## config.mk

```make
export PLATFORM = sky130hd
export DESIGN_NAME = imem_loader
export DESIGN_NICKNAME = d
export VERILOG_FILES = /design/src/rtl/imem_loader_pkg.sv /design/src/rtl/imem_loader_word_asm.sv /design/src/rtl/imem_loader.sv
export SDC_FILE = /design/constraint.sdc
export NUM_CORES = 1
export LEC_CHECK = 0
export ABC_AREA = 1
export ABC_CLOCK_PERIOD_IN_PS = 4500
export CELL_PAD_IN_SITES_DETAIL_PLACEMENT = 1
export CELL_PAD_IN_SITES_GLOBAL_PLACEMENT = 1
export CORE_UTILIZATION = 30
export CTS_CLUSTER_DIAMETER = 30
export DETAILED_ROUTE_END_ITERATION = 12
export HOLD_SLACK_MARGIN = 0.08
export PLACE_DENSITY_LB_ADDON = 0.05
export SLEW_MARGIN = 20
export SYNTH_ARGS = -nofsm -noshare
export SYNTH_HDL_FRONTEND = slang
export SYNTH_SLANG_ARGS = --single-unit
```

## constraint.sdc

```tcl
create_clock -name clk -period 4.5 [get_ports clk]
set_input_delay 0.45 -clock clk [delete_from_list [all_inputs] [get_ports clk]]
set_output_delay 0.45 -clock clk [all_outputs]
set_load 0.1 [all_outputs]
```

## src/rtl/imem_loader_pkg.sv

```systemverilog
// Shared definitions for the instruction-memory loader: FSM state encoding,
// frame layout constants and the running-checksum helper.
package imem_loader_pkg;

    typedef enum logic [2:0] {
        S_LEN0 = 3'd0,
        S_LEN1 = 3'd1,
        S_DATA = 3'd2,
        S_CSUM = 3'd3,
        S_DONE = 3'd4,
        S_ERR  = 3'd5
    } state_e;

    localparam int LEN_BYTES  = 2;
    localparam int WORD_BYTES = 4;

    // Frame checksum is a plain XOR over every byte before the CSUM byte.
    function automatic logic [7:0] csum_update(input logic [7:0] acc, input logic [7:0] b);
        return acc ^ b;
    endfunction

endpackage

```

## src/rtl/imem_loader_word_asm.sv

```systemverilog
// Byte-to-word assembler: collects bytes LSB first and flags the cycle in which
// the last byte of a word arrives, presenting the complete word combinationally.
module imem_word_asm
    import imem_loader_pkg::*;
(
    input  logic        clk,
    input  logic        rst,
    input  logic        byte_en_i,
    input  logic [7:0]  byte_i,
    output logic [31:0] word_o,
    output logic        word_ready_o
);

    localparam logic [1:0] IDX_LAST = 2'(WORD_BYTES - 1);

    logic [1:0]  byte_idx_q;
    logic [1:0]  byte_idx_d;
    logic [23:0] shreg_q;
    logic [23:0] shreg_d;

    // Next-state for byte index and the three lower bytes of the word
    always_comb begin
        byte_idx_d = byte_idx_q;
        shreg_d    = shreg_q;
        if (byte_en_i) begin
            byte_idx_d = byte_idx_q + 2'd1;
            case (byte_idx_q)
                2'd0:    shreg_d[7:0]   = byte_i;
                2'd1:    shreg_d[15:8]  = byte_i;
                2'd2:    shreg_d[23:16] = byte_i;
                default: shreg_d        = shreg_q;
            endcase
        end else begin
            byte_idx_d = byte_idx_q;
        end
    end

    // Assembler state; reset discards any partially collected word
    always_ff @(posedge clk or negedge rst) begin
        if (!rst) begin
            byte_idx_q <= 2'd0;
            shreg_q    <= 24'd0;
        end else begin
            byte_idx_q <= byte_idx_d;
            shreg_q    <= shreg_d;
        end
    end

    // The top byte bypasses the register so the word is complete on its last byte
    always_comb begin
        word_o       = {byte_i, shreg_q};
        word_ready_o = byte_en_i && (byte_idx_q == IDX_LAST);
    end

endmodule

```

## src/rtl/imem_loader.sv

```systemverilog
// Loads a length-prefixed, XOR-checksummed byte stream into instruction memory
// and keeps the core in reset until the whole image has been verified.
module imem_loader
    import imem_loader_pkg::*;
#(
    parameter logic [31:0] BASE_ADDR = 32'h0000_0000,
    parameter int          DEPTH     = 256
) (
    input  logic        clk,
    input  logic        rst,
    input  logic        byte_valid,
    input  logic [7:0]  byte_data,
    output logic        byte_ready,
    output logic        imem_we,
    output logic [31:0] imem_addr,
    output logic [31:0] imem_wdata,
    output logic        core_rst,
    output logic        done,
    output logic        err
);

    localparam logic [16:0] DEPTH_W = 17'(DEPTH);

    state_e      state_q;
    logic [15:0] len_q;
    logic [15:0] word_idx_q;
    logic [7:0]  csum_q;
    logic        ready_q;
    logic        we_q;
    logic [31:0] addr_q;
    logic [31:0] wdata_q;
    logic        core_rst_q;
    logic        done_q;
    logic        err_q;

    logic        xfer_s;
    logic        asm_en_s;
    logic        in_frame_s;
    logic [15:0] len_full_s;
    logic        len_big_s;
    logic        last_word_s;
    logic [31:0] word_s;
    logic        word_rdy_s;

    // Handshake qualifiers and length decode
    always_comb begin
        xfer_s      = byte_valid && ready_q;
        asm_en_s    = xfer_s && (state_q == S_DATA);
        in_frame_s  = (state_q == S_LEN0) || (state_q == S_LEN1) || (state_q == S_DATA);
        len_full_s  = {byte_data, len_q[7:0]};
        len_big_s   = {1'b0, len_full_s} > DEPTH_W;
        last_word_s = (word_idx_q == (len_q - 16'd1));
    end

    imem_word_asm u_word_asm (
        .clk          (clk),
        .rst          (rst),
        .byte_en_i    (asm_en_s),
        .byte_i       (byte_data),
        .word_o       (word_s),
        .word_ready_o (word_rdy_s)
    );

    // Frame FSM with write port, counters, checksum and registered status outputs
    always_ff @(posedge clk or negedge rst) begin
        if (!rst) begin
            state_q    <= S_LEN0;
            len_q      <= 16'd0;
            word_idx_q <= 16'd0;
            csum_q     <= 8'd0;
            ready_q    <= 1'b0;
            we_q       <= 1'b0;
            addr_q     <= BASE_ADDR;
            wdata_q    <= 32'd0;
            core_rst_q <= 1'b0;
            done_q     <= 1'b0;
            err_q      <= 1'b0;
        end else begin
            // Write issues one cycle after the 4th byte, independent of FSM progress
            we_q <= 1'b0;
            if (word_rdy_s) begin
                we_q       <= 1'b1;
                wdata_q    <= word_s;
                addr_q     <= BASE_ADDR + {14'd0, word_idx_q, 2'b00};
                word_idx_q <= word_idx_q + 16'd1;
            end
            if (xfer_s && in_frame_s) begin
                csum_q <= csum_update(csum_q, byte_data);
            end
            case (state_q)
                S_LEN0: begin
                    ready_q <= 1'b1;
                    if (xfer_s) begin
                        len_q[7:0] <= byte_data;
                        state_q    <= S_LEN1;
                    end
                end
                S_LEN1: begin
                    if (xfer_s) begin
                        len_q[15:8] <= byte_data;
                        if (len_big_s) begin
                            state_q <= S_ERR;
                            err_q   <= 1'b1;
                            ready_q <= 1'b0;
                        end else if (len_full_s == 16'd0) begin
                            state_q <= S_CSUM;
                        end else begin
                            state_q <= S_DATA;
                        end
                    end
                end
                S_DATA: begin
                    if (word_rdy_s && last_word_s) begin
                        state_q <= S_CSUM;
                    end
                end
                S_CSUM: begin
                    if (xfer_s) begin
                        ready_q <= 1'b0;
                        if (byte_data == csum_q) begin
                            state_q    <= S_DONE;
                            done_q     <= 1'b1;
                            core_rst_q <= 1'b1;
                        end else begin
                            state_q <= S_ERR;
                            err_q   <= 1'b1;
                        end
                    end
                end
                S_DONE: begin
                    ready_q    <= 1'b0;
                    done_q     <= 1'b1;
                    core_rst_q <= 1'b1;
                end
                S_ERR: begin
                    ready_q    <= 1'b0;
                    err_q      <= 1'b1;
                    core_rst_q <= 1'b0;
                end
                default: begin
                    state_q    <= S_ERR;
                    ready_q    <= 1'b0;
                    err_q      <= 1'b1;
                    core_rst_q <= 1'b0;
                end
            endcase
        end
    end

    assign byte_ready = ready_q;
    assign imem_we    = we_q;
    assign imem_addr  = addr_q;
    assign imem_wdata = wdata_q;
    assign core_rst   = core_rst_q;
    assign done       = done_q;
    assign err        = err_q;

endmodule
```

### Congestion heat map, run 1

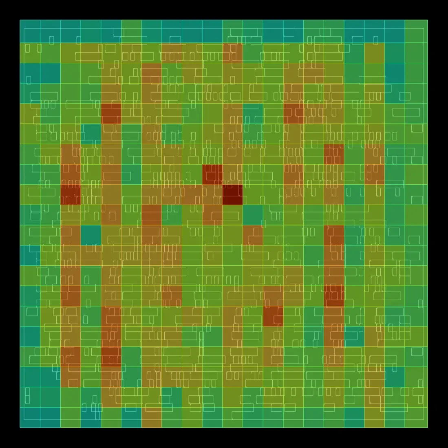
drt wl/cell: 14.6 µm
Most Crowded Layer GR: met2
grt met2 use: 0.259

### Signal wires on met4, run 1

Drawn at 3 px/µm. Supply wires on this layer in gray.
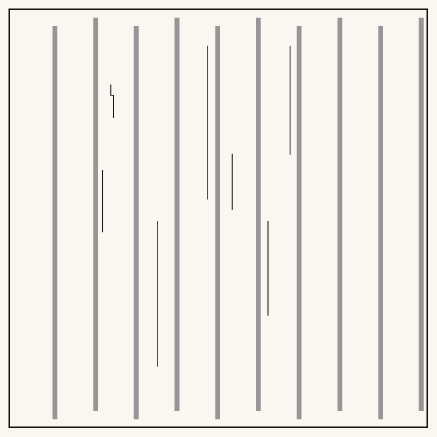
share of all routed wire: 1.5%
wire length on this layer: 217 µm

==> results_dict.tcl, run 1 <==
# metrics dict for downstream scripts
set metrics [dict create \
    post_synth_mux_area_share 0.00802 \
    htree_levels 4 \
    die_h_um 139 \
    buf_share 0.0937 \
    min_to "imem_wdata[17]" \
    final_cell_area_um2 7050 \
    finalCriticalPeriod_ns 2.47 \
    antenna_cells 0 \
    power.leakage_uw 0.00352 \
    well_tap_count 229 \
    grt_util_all_layers 0.160 \
    postSynthSeqShare 0.543 \
    fillCellCount 2119 \
    intPower_uw 2350 \
    ioPinCount 80 \
    cp-startpoint "state_q[2]" \
    topCellsByArea "dfrtp_1, nand2_1, o21ai_0, xor2_1, inv_1" \
    antenna_found_initial 0 \
    slew_viol_final 0 \
    start_kind "register" \
    logic_gates 463 \
    ctsHoldBuffers 1 \
    rsz0062_at_grt "false" \
    largestClassByArea "flip-flops and latches" \
    critical_path_buf_inv_count 2 \
    cts_inserted_buffers 17 \
    cp.required_ns 4.84 \
    grt_max_degree 47 \
    cts_setup_buffers 0 \
    non_clock_buffer_count 67 \
    clk_latency_ns 0.42 \
    mostFrequentLayoutCell "nand2_1" \
    xor_share 0.0523 \
    placementRows 49 \
    vias 4352 \
    ys_cells 658 \
    cts_root_buf "clkbuf_16" \
    cts_max_path_buffers 2 \
    crit_chain "inv_2 > nand2_1 > nor2_4 > nand2_2 > nor2_8 > inv_2 > nor2_1 > nand3_1 > nor4_2 > xor2_1" \
    power_frac_seq 0.364 \
    path_clk_slew_ns 0.06 \
    combGateArea_um2 2230 \
    path_class "register to register" \
    viasPerCell 4.49 \
    async_flop_share 1.00 \
    cts_sinks 122 \
    comb_power_uw 838 \
    synth_cells 658 \
    hold_viol_final 0 \
    lay_top_cells "nand2_1, dfrtp_1, o21ai_0, clkdlybuf4s50_1, inv_1" \
    period_used_share 0.549 \
    critPathSlowestCell "nor2_8" \
    hold_depth 2 \
    worstHoldStart "imem_wdata[17]" \
    gp_congestion 0.772 \
    worst-path-stages 10 \
    p_seq_uw 1300 \
    ys_sh_simple 0.244 \
    arrival_ns 2.81 \
    p_switching_uw 1200 \
    seq_share 0.433 \
    overflow 0 \
    portBuffers 63 \
    placed_area_um2 6430 \
    status "completed" \
    core-area_um2 18100 \
    ys_dominant_reg_cell "dfrtp_1" \
    final.setup_skew_ns 0.0101 \
    comb_area_frac 0.316 \
    dr.pass1.iters 6 \
    die_area_um2 19300 \
    yosys.area.top_type_share 0.543 \
    setup_viol 0 \
    ant_nets 0 \
    synthesis.area_um2 5620 \
    path_max_fanout 36 \
    fmax_mhz 405 \
    topCombFamilyByArea "simple AND/OR/NAND/NOR gates" \
    finalSetupTns_ns 0 \
    p_clk_uw 1420 \
    finalWirelength_um 14100 \
    yosys_area_um2 5620 \
    edf_count 0 \
    area_growth_pct 25.5 \
    warnings 29 \
    cts_resized 0 \
    worst_path_dominant_cell_family "simple AND/OR/NAND/NOR gates" \
    tightestPinTransition_ns 0.987 \
    clkPwrFrac 0.400 \
    dpl.hpwl_um 9970 \
    synth.avg_cell_area_um2 8.54 \
    final_layout_size_suffix_gt1_frac 0.0703 \
    drc 0 \
    die-width_um 139 \
    yosys.area_share.aoi 0.0692 \
]
### Zoomed window, run 1

Region (54, 27) to (84, 57) µm. Cells in gray, sequential cells in the stronger gray; small squares are vias.
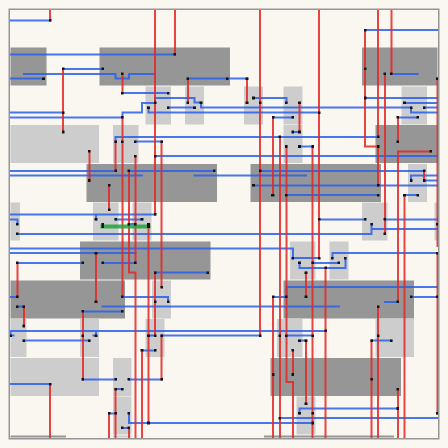
| color | layer |
|---|---|
| blue | met1 |
| red | met2 |
| green | met3 |
netlist names of flops here include: u_word_asm.shreg_q (5), imem_wdata (3)
most frequent: nand2_1 (14), o21ai_0 (8), dfrtp_1 (8)
sequential cells in the window: 8
cells with their middle in the window: 33

### Wiring heat map, run 1

Drawn at 3 px/µm. The die is cut into 28 by 28 equal tiles; white is low, dark blue is high, scaled to the fullest tile. Values are wire area over tile area, all layers added.
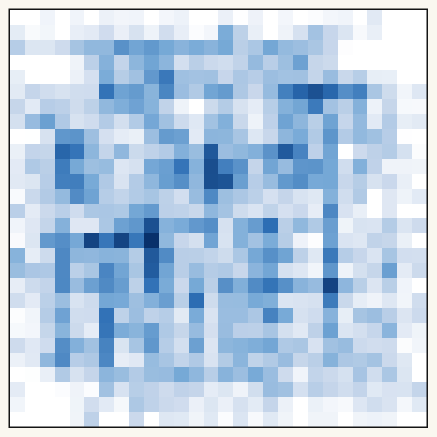
densest ninth of the die: center
fullest tile: 0.38
mean over tiles: 0.11
tiles over half the peak: 17%

-- run 1: layer usage --
metal / share of wire / vias up / track usage / routed length (µm)
met5: 0 / - / 0 / 0
met4: 0.015 / 0 / 0.0620 / 217
met3: 0.031 / 18 / 0.0300 / 431
met2: 0.48 / 72 / 0.259 / 6700
met1: 0.48 / 2099 / 0.213 / 6760
li1: - / 2163 / - / -
-- run 1: per-stage QoR --
step / hold slack (ns) / total power [µW] / std cells / utilization / worst slack, ns
after floorplan: 0.154 / 1950 / 673 / - / 2.21
after global placement: 0.453 / 2140 / 936 / 0.354 / 1.74
after detailed placement: 0.450 / 2160 / 936 / 0.354 / 1.66
after CTS: 0.472 / 3610 / 969 / 0.389 / 1.96
after global routing: 0.487 / 3780 / 969 / 0.389 / 1.70
final: 0.468 / 3560 / 969 / 0.389 / 2.03
### Gate-type map, run 1

Drawn at 4 px/µm.
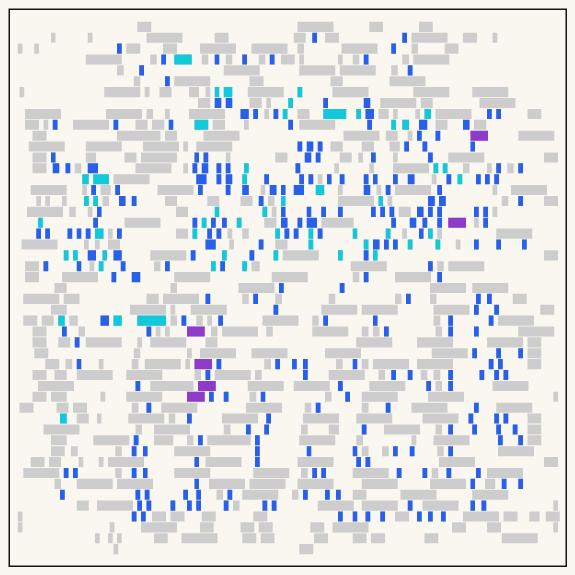

==> inputs of run 2 (changes only) <==
--- a/config.mk
+++ b/config.mk
@@ -6,7 +6,7 @@
 export NUM_CORES = 1
 export LEC_CHECK = 0
 export ABC_AREA = 1
-export ABC_CLOCK_PERIOD_IN_PS = 4500
+export ABC_CLOCK_PERIOD_IN_PS = 2000
 export CELL_PAD_IN_SITES_DETAIL_PLACEMENT = 1
 export CELL_PAD_IN_SITES_GLOBAL_PLACEMENT = 1
 export CORE_UTILIZATION = 30
==> constraint.sdc (replaced) <==
create_clock -name clk -period 2 [get_ports clk]
set_input_delay 0.2 -clock clk [delete_from_list [all_inputs] [get_ports clk]]
set_output_delay 0.2 -clock clk [all_outputs]
set_load 0.1 [all_outputs]
### Gate-type map, run 2

Drawn at 4 px/µm.
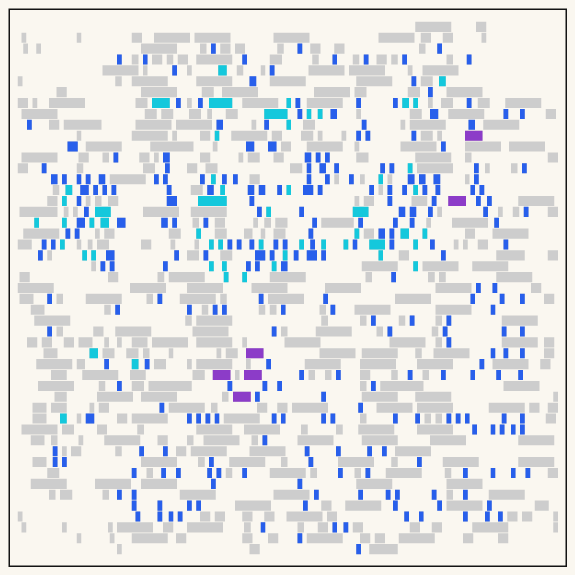
| color | family | cells | most used |
|---|---|---|---|
| purple | adder and majority cells | 6 | ha_1 |
| blue | NAND gates | 273 | nand2_1 |
| cyan | NOR gates | 54 | nor2_1 |
final cell count without fillers: 993
dominant logic cell type in the layout: nand2_1
Comb area share: 0.315

### Zoomed window, run 2

Region (54, 27) to (84, 57) µm. Cells in gray, sequential cells in the stronger gray; small squares are vias.
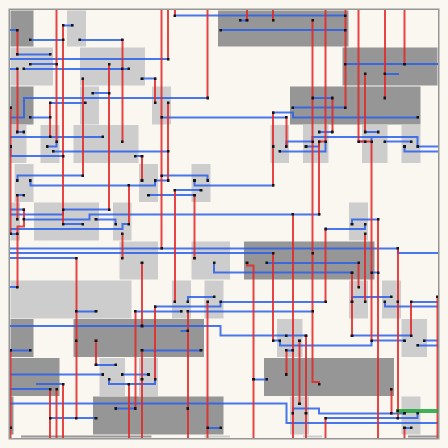
| color | layer |
|---|---|
| red | met2 |
| blue | met1 |
| green | met3 |
cells with their middle in the window: 37
netlist names of flops here include: imem_wdata (3), u_word_asm.shreg_q (3)
most frequent: nand2_1 (15), dfrtp_1 (7), o21ai_0 (5)
sequential cells in the window: 7

### Signal wires on met4, run 2

Drawn at 3 px/µm. Supply wires on this layer in gray.
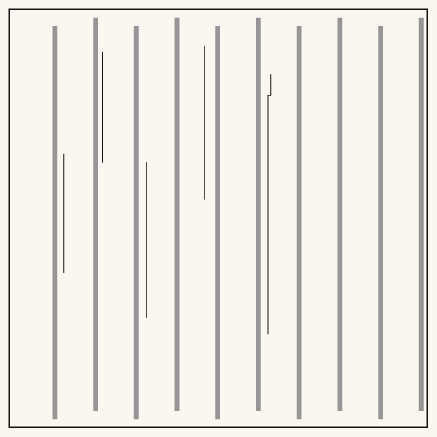
longest straight run: 79.5 µm
nets with wire on the layer: 3
share of all routed wire: 1.8%
wire length on this layer: 266 µm
main direction: vertical
total wire length: 14800 µm
via count: 4469

==> results_dict.tcl, run 2 <==
# metrics dict for downstream scripts
set metrics [dict create \
    well_tap_count 229 \
    clkPwrFrac 0.392 \
    overflow 0 \
    grt_pass1_wl_um 24900 \
    postSynthSeqShare 0.543 \
    flops 122 \
    status "completed" \
    dr_wl_met2_um 7170 \
    topCombFamilyByArea "simple AND/OR/NAND/NOR gates" \
    viasPerCell 4.50 \
    worst-path-stages 11 \
    synth_warnings 0 \
    yosys.area_share.aoi 0.0692 \
    power.leakage_uw 0.00375 \
    fmax_mhz 535 \
    area_growth_pct 27.3 \
    r2r-end "word_idx_q[14]" \
    ir_drop_mv 0.674 \
    xor_share 0.0523 \
    largest_reg_flops 32 \
    setup_viol 0 \
    antenna_found_initial 0 \
    ant_nets 0 \
    flop_area_um2 3060 \
    ys_dominant_reg_cell "dfrtp_1" \
    first_global_vias 4736 \
    reg2reg_depth 11 \
    critPathSlowestCell "dfrtp_1" \
    slew_viol_final 0 \
    cp.required_ns 2.30 \
    topCellsByArea "dfrtp_1, nand2_1, o21ai_0, xor2_1, inv_1" \
    path_clk_slew_ns 0.06 \
    final.setup_skew_ns 0.00910 \
    p_seq_uw 2910 \
    core-area_um2 18100 \
    cts_tree "done" \
    arrival_ns 2.17 \
    intPower_uw 5390 \
    power_frac_seq 0.353 \
    lay_top_cells "nand2_1, dfrtp_1, buf_4, o21ai_0, inv_1" \
    grt_util_met1 0.216 \
    clk_share 0.0857 \
    p_clk_uw 3220 \
    dpl.cell_count 958 \
    wl_met3_um 430 \
    final_layout_size_suffix_gt1_frac 0.177 \
    dr.max_layer_used "met4" \
    top_cell "nand2_1" \
    dpl.hpwl_um 10800 \
    start_kind "register" \
    grt_most_used_layer "met2" \
    cp-startpoint "state_q[2]" \
    crit_chain "inv_2 > nand2_2 > nor2_4 > nand2_2 > nor2_8 > nand2_2 > nor3_4 > nand2_2 > nor3_4 > nand2_1 > xor2_1" \
    drc 0 \
    comb_power_uw 2100 \
    clock_buffers 17 \
    endpoint "word_idx_q[14]" \
    portBuffers 63 \
    fillCellCount 2150 \
    synthesis.area_um2 5620 \
    synth.avg_cell_area_um2 8.54 \
    ioPinCount 80 \
    clk_latency_ns 0.42 \
    cts_sinks 122 \
    die-width_um 139 \
    period_used_share 0.935 \
    seq_share 0.427 \
    total_power_uw 8230 \
    logic_gates 463 \
    dr.pass1.iters 6 \
    ys_cells 658 \
    post_synth_mux_area_share 0.00802 \
    top_power_group "the clock network" \
    edf_count 0 \
    hold_class "input port to asynchronous set/reset pin" \
    ys_sh_simple 0.244 \
    largestClassByArea "flip-flops and latches" \
    buf_share 0.102 \
    critical_path_buf_inv_count 1 \
    path_class "register to register" \
    antenna_cells 0 \
    grt_max_degree 56 \
    floorplan.core_util 0.310 \
    p_per_area_nw_per_um2 1150 \
    grt_use_met3 0.0335 \
    cts_max_path_buffers 2 \
    endpoint_kind "register" \
    p_switching_uw 2840 \
    synth.largest_area_cell "dfrtp_1" \
    finalSetupTns_ns 0 \
    grt_util_all_layers 0.167 \
    yosys.area.top_type_share 0.543 \
    finalCriticalPeriod_ns 1.87 \
    synthAdderAreaFrac 0.0134 \
    placementRows 49 \
    gp_congestion 0.769 \
    warnings 29 \
    path_max_fanout 5 \
    worst_path_dominant_cell_family "simple AND/OR/NAND/NOR gates" \
    routedWlPerCell_um 14.9 \
    yosys_area_um2 5620 \
    cts_inserted_buffers 17 \
    drt-met1-wl_um 6950 \
    die_h_um 139 \
    combGateArea_um2 2260 \
    die_area_um2 19300 \
    non_clock_buffer_count 91 \
    htree_levels 4 \
    synth_cells 658 \
    hold_viol_final 0 \
    use_met2 0.272 \
    cts_root_buf "clkbuf_16" \
    combPwrFrac 0.255 \
    async_flop_share 1.00 \
]
## run 2: cell types whose count changed in the layout (fill, tap and decap cells not counted), sizes merged
cell | before | now
buf | 4 | 81
clkbuf | 19 | 17
clkdlybuf4s50 | 62 | 9
clkinv | 6 | 4
inv | 58 | 62
## run 2: through the flow
step | setup slack, ns | area [µm²] | utilization | hold WS, ns
floorplan | 0.00348 | 5680 | - | -0.0956
global placement | 0.125 | 6490 | 0.358 | 0.157
detailed placement | 0.0743 | 6490 | 0.358 | 0.163
CTS | 0.0596 | 7110 | 0.392 | 0.254
global route | -0.0155 | 7150 | 0.394 | 0.285
finish | 0.130 | 7150 | 0.394 | 0.265
## run 2: what timing repair did
action	in CTS	in global routing
hold endpoints to repair	30	0
buffers inserted	0	2
hold buffers	1	0
setup endpoints to repair	0	12
resized	0	7
### Wiring heat map, run 2

Drawn at 3 px/µm. The die is cut into 28 by 28 equal tiles; white is low, dark blue is high, scaled to the fullest tile. Values are wire area over tile area, all layers added.
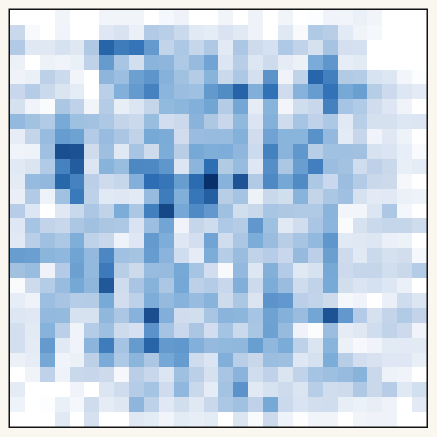

==> inputs of run 3 (changes only) <==
--- a/config.mk
+++ b/config.mk
@@ -7,7 +7,7 @@
 export LEC_CHECK = 0
 export ABC_AREA = 1
 export ABC_CLOCK_PERIOD_IN_PS = 2000
-export CELL_PAD_IN_SITES_DETAIL_PLACEMENT = 1
+export CELL_PAD_IN_SITES_DETAIL_PLACEMENT = 0
 export CELL_PAD_IN_SITES_GLOBAL_PLACEMENT = 1
 export CORE_UTILIZATION = 30
 export CTS_CLUSTER_DIAMETER = 30
### Wiring heat map, run 3

Drawn at 3 px/µm. The die is cut into 28 by 28 equal tiles; white is low, dark blue is high, scaled to the fullest tile. Values are wire area over tile area, all layers added.
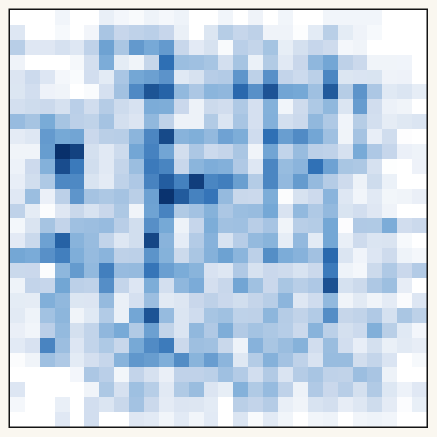
fullest tile: 0.41
mean over tiles: 0.11
tiles over half the peak: 13%
densest ninth of the die: center

### Signal wires on met4, run 3

Drawn at 3 px/µm. Supply wires on this layer in gray.
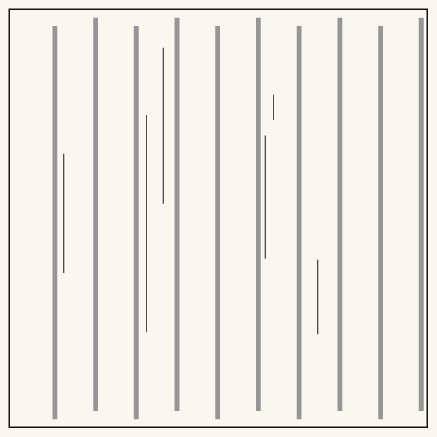
main direction: vertical
longest straight run: 72.1 µm
wire length on this layer: 237 µm
total wire length: 14000 µm
via count: 4361

### Gate-type map, run 3

Drawn at 4 px/µm.
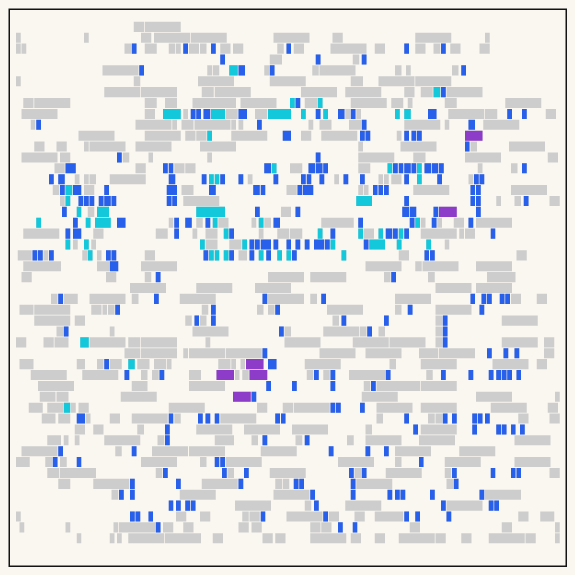
| color | family | cells | most used |
|---|---|---|---|
| purple | adder and majority cells | 6 | ha_1 |
| blue | NAND gates | 273 | nand2_1 |
| cyan | NOR gates | 54 | nor2_1 |

==> results_dict.tcl, run 3 <==
# metrics dict for downstream scripts
set metrics [dict create \
    yosys.area.top_type_share 0.543 \
    mostFrequentLayoutCell "nand2_1" \
    finalCriticalPeriod_ns 1.82 \
    postSynthSeqShare 0.543 \
    endpoint "word_idx_q[14]" \
    dpl.hpwl_um 9990 \
    hold_viol_final 0 \
    setup_viol 0 \
    grt_util_all_layers 0.157 \
    p_seq_uw 2910 \
    worst-path-stages 11 \
    rsz0062_at_grt "false" \
    antenna_cells 0 \
    cts_sinks 122 \
    floorplan.core_util 0.310 \
    die_area_um2 19300 \
    grt_util_met1 0.214 \
    arrival_ns 2.12 \
    topCellsByArea "dfrtp_1, nand2_1, o21ai_0, xor2_1, inv_1" \
    buf_share 0.101 \
    hold_class "input port to asynchronous set/reset pin" \
    slew_viol_final 0 \
    grt_pass1_wl_um 23600 \
    path_max_fanout 5 \
    period_used_share 0.911 \
    dr_wl_met2_um 6480 \
    cp-startpoint "state_q[2]" \
    top_cell "nand2_1" \
    fillCellCount 1869 \
    overflow 0 \
    flop_area_um2 3050 \
    largest_reg_flops 32 \
    die_h_um 139 \
    cap_viol_max_count 0 \
    r2r-end "word_idx_q[14]" \
    gp_congestion 0.769 \
    dr.pass1.iters 6 \
    clkPwrFrac 0.383 \
    wl_met3_um 410 \
    ir_drop_mv 0.672 \
    grt_most_used_layer "met2" \
    viasPerCell 4.40 \
    cts_max_path_buffers 2 \
    finalSetupTns_ns 0 \
    p_switching_uw 2730 \
    cts_resized 0 \
    synth.avg_cell_area_um2 8.54 \
    seq_share 0.429 \
    clk_latency_ns 0.41 \
    tightestPinTransition_ns 0.500 \
    fmax_mhz 549 \
    crit_chain "inv_2 > nand2_2 > nor2_4 > nand2_2 > nor2_8 > nand2_2 > nor3_4 > nand2_2 > nor3_2 > nand2_1 > xor2_1" \
    synth.largest_area_cell "dfrtp_1" \
    combPwrFrac 0.255 \
    clock_buffers 19 \
    non_clock_buffer_count 89 \
    ioPinCount 80 \
    async_flop_share 1.00 \
    drt-met1-wl_um 6830 \
    drc 0 \
    cts_setup_buffers 0 \
    grt_use_met3 0.0307 \
    path_class "register to register" \
    first_global_vias 4396 \
    logic_gates 463 \
    final.setup_skew_ns 0.00735 \
    path_clk_slew_ns 0.06 \
    antenna_found_initial 0 \
    combGateArea_um2 2250 \
    yosys_area_um2 5620 \
    ant_nets 0 \
    critPathSlowestCell "dfrtp_1" \
    edf_count 0 \
    lay_top_cells "nand2_1, dfrtp_1, buf_4, o21ai_0, inv_1" \
    use_met2 0.246 \
    reg2reg_depth 11 \
    well_tap_count 229 \
    routedWlPerCell_um 14.1 \
    power_frac_seq 0.361 \
    portBuffers 63 \
    intPower_uw 5310 \
    worst_path_dominant_cell_family "simple AND/OR/NAND/NOR gates" \
    p_per_area_nw_per_um2 1130 \
    synthesis.area_um2 5620 \
    start_kind "register" \
    ctsHoldBuffers 1 \
    top_power_group "the clock network" \
    cts_tree "done" \
    cts_root_buf "clkbuf_16" \
    synth_warnings 0 \
    largestClassByArea "flip-flops and latches" \
    core-area_um2 18100 \
    final_nets 766 \
    comb_power_uw 2050 \
    critical_path_buf_inv_count 1 \
    dr.max_layer_used "met4" \
    final_layout_size_suffix_gt1_frac 0.175 \
    total_power_uw 8040 \
    warnings 29 \
    power.leakage_uw 0.00374 \
    flops 122 \
    grt_max_degree 56 \
    cts_inserted_buffers 17 \
    htree_levels 4 \
    p_clk_uw 3080 \
    synth_cells 658 \
    ys_cells 658 \
    area_growth_pct 26.6 \
    die-width_um 139 \
    endpoint_kind "register" \
    ys_dominant_reg_cell "dfrtp_1" \
    placementRows 49 \
    cp.required_ns 2.30 \
    comb_area_frac 0.317 \
    status "completed" \
    clk_share 0.0835 \
]
run 3: cell counts after synthesis:
No cell type changed its count.
run 3: kinds of logic after synthesis:
logic type      share of synthesized area
simple gates                        0.244
flops                               0.543
buf+inv                            0.0695
compound gates                     0.0693
xor+xnor                           0.0523
fa+ha+maj                          0.0134
mux                               0.00802
other cells                      0.000667
run 3: through the flow:
stage          setup slack (ns)  hold slack (ns)  utilization  instances  area, µm²
2_1_floorplan           0.00348          -0.0956            -        673       5680
3_3_place_gp              0.125            0.157        0.358        958       6490
3_5_place_dp             0.0817            0.161        0.358        958       6490
4_1_cts                   0.130            0.263        0.391        991       7100
5_1_grt                  0.0169            0.287        0.392        991       7120
6_report                  0.177            0.264        0.392        991       7120
Power figures rest on the tool's default switching activity, not on a simulated workload.
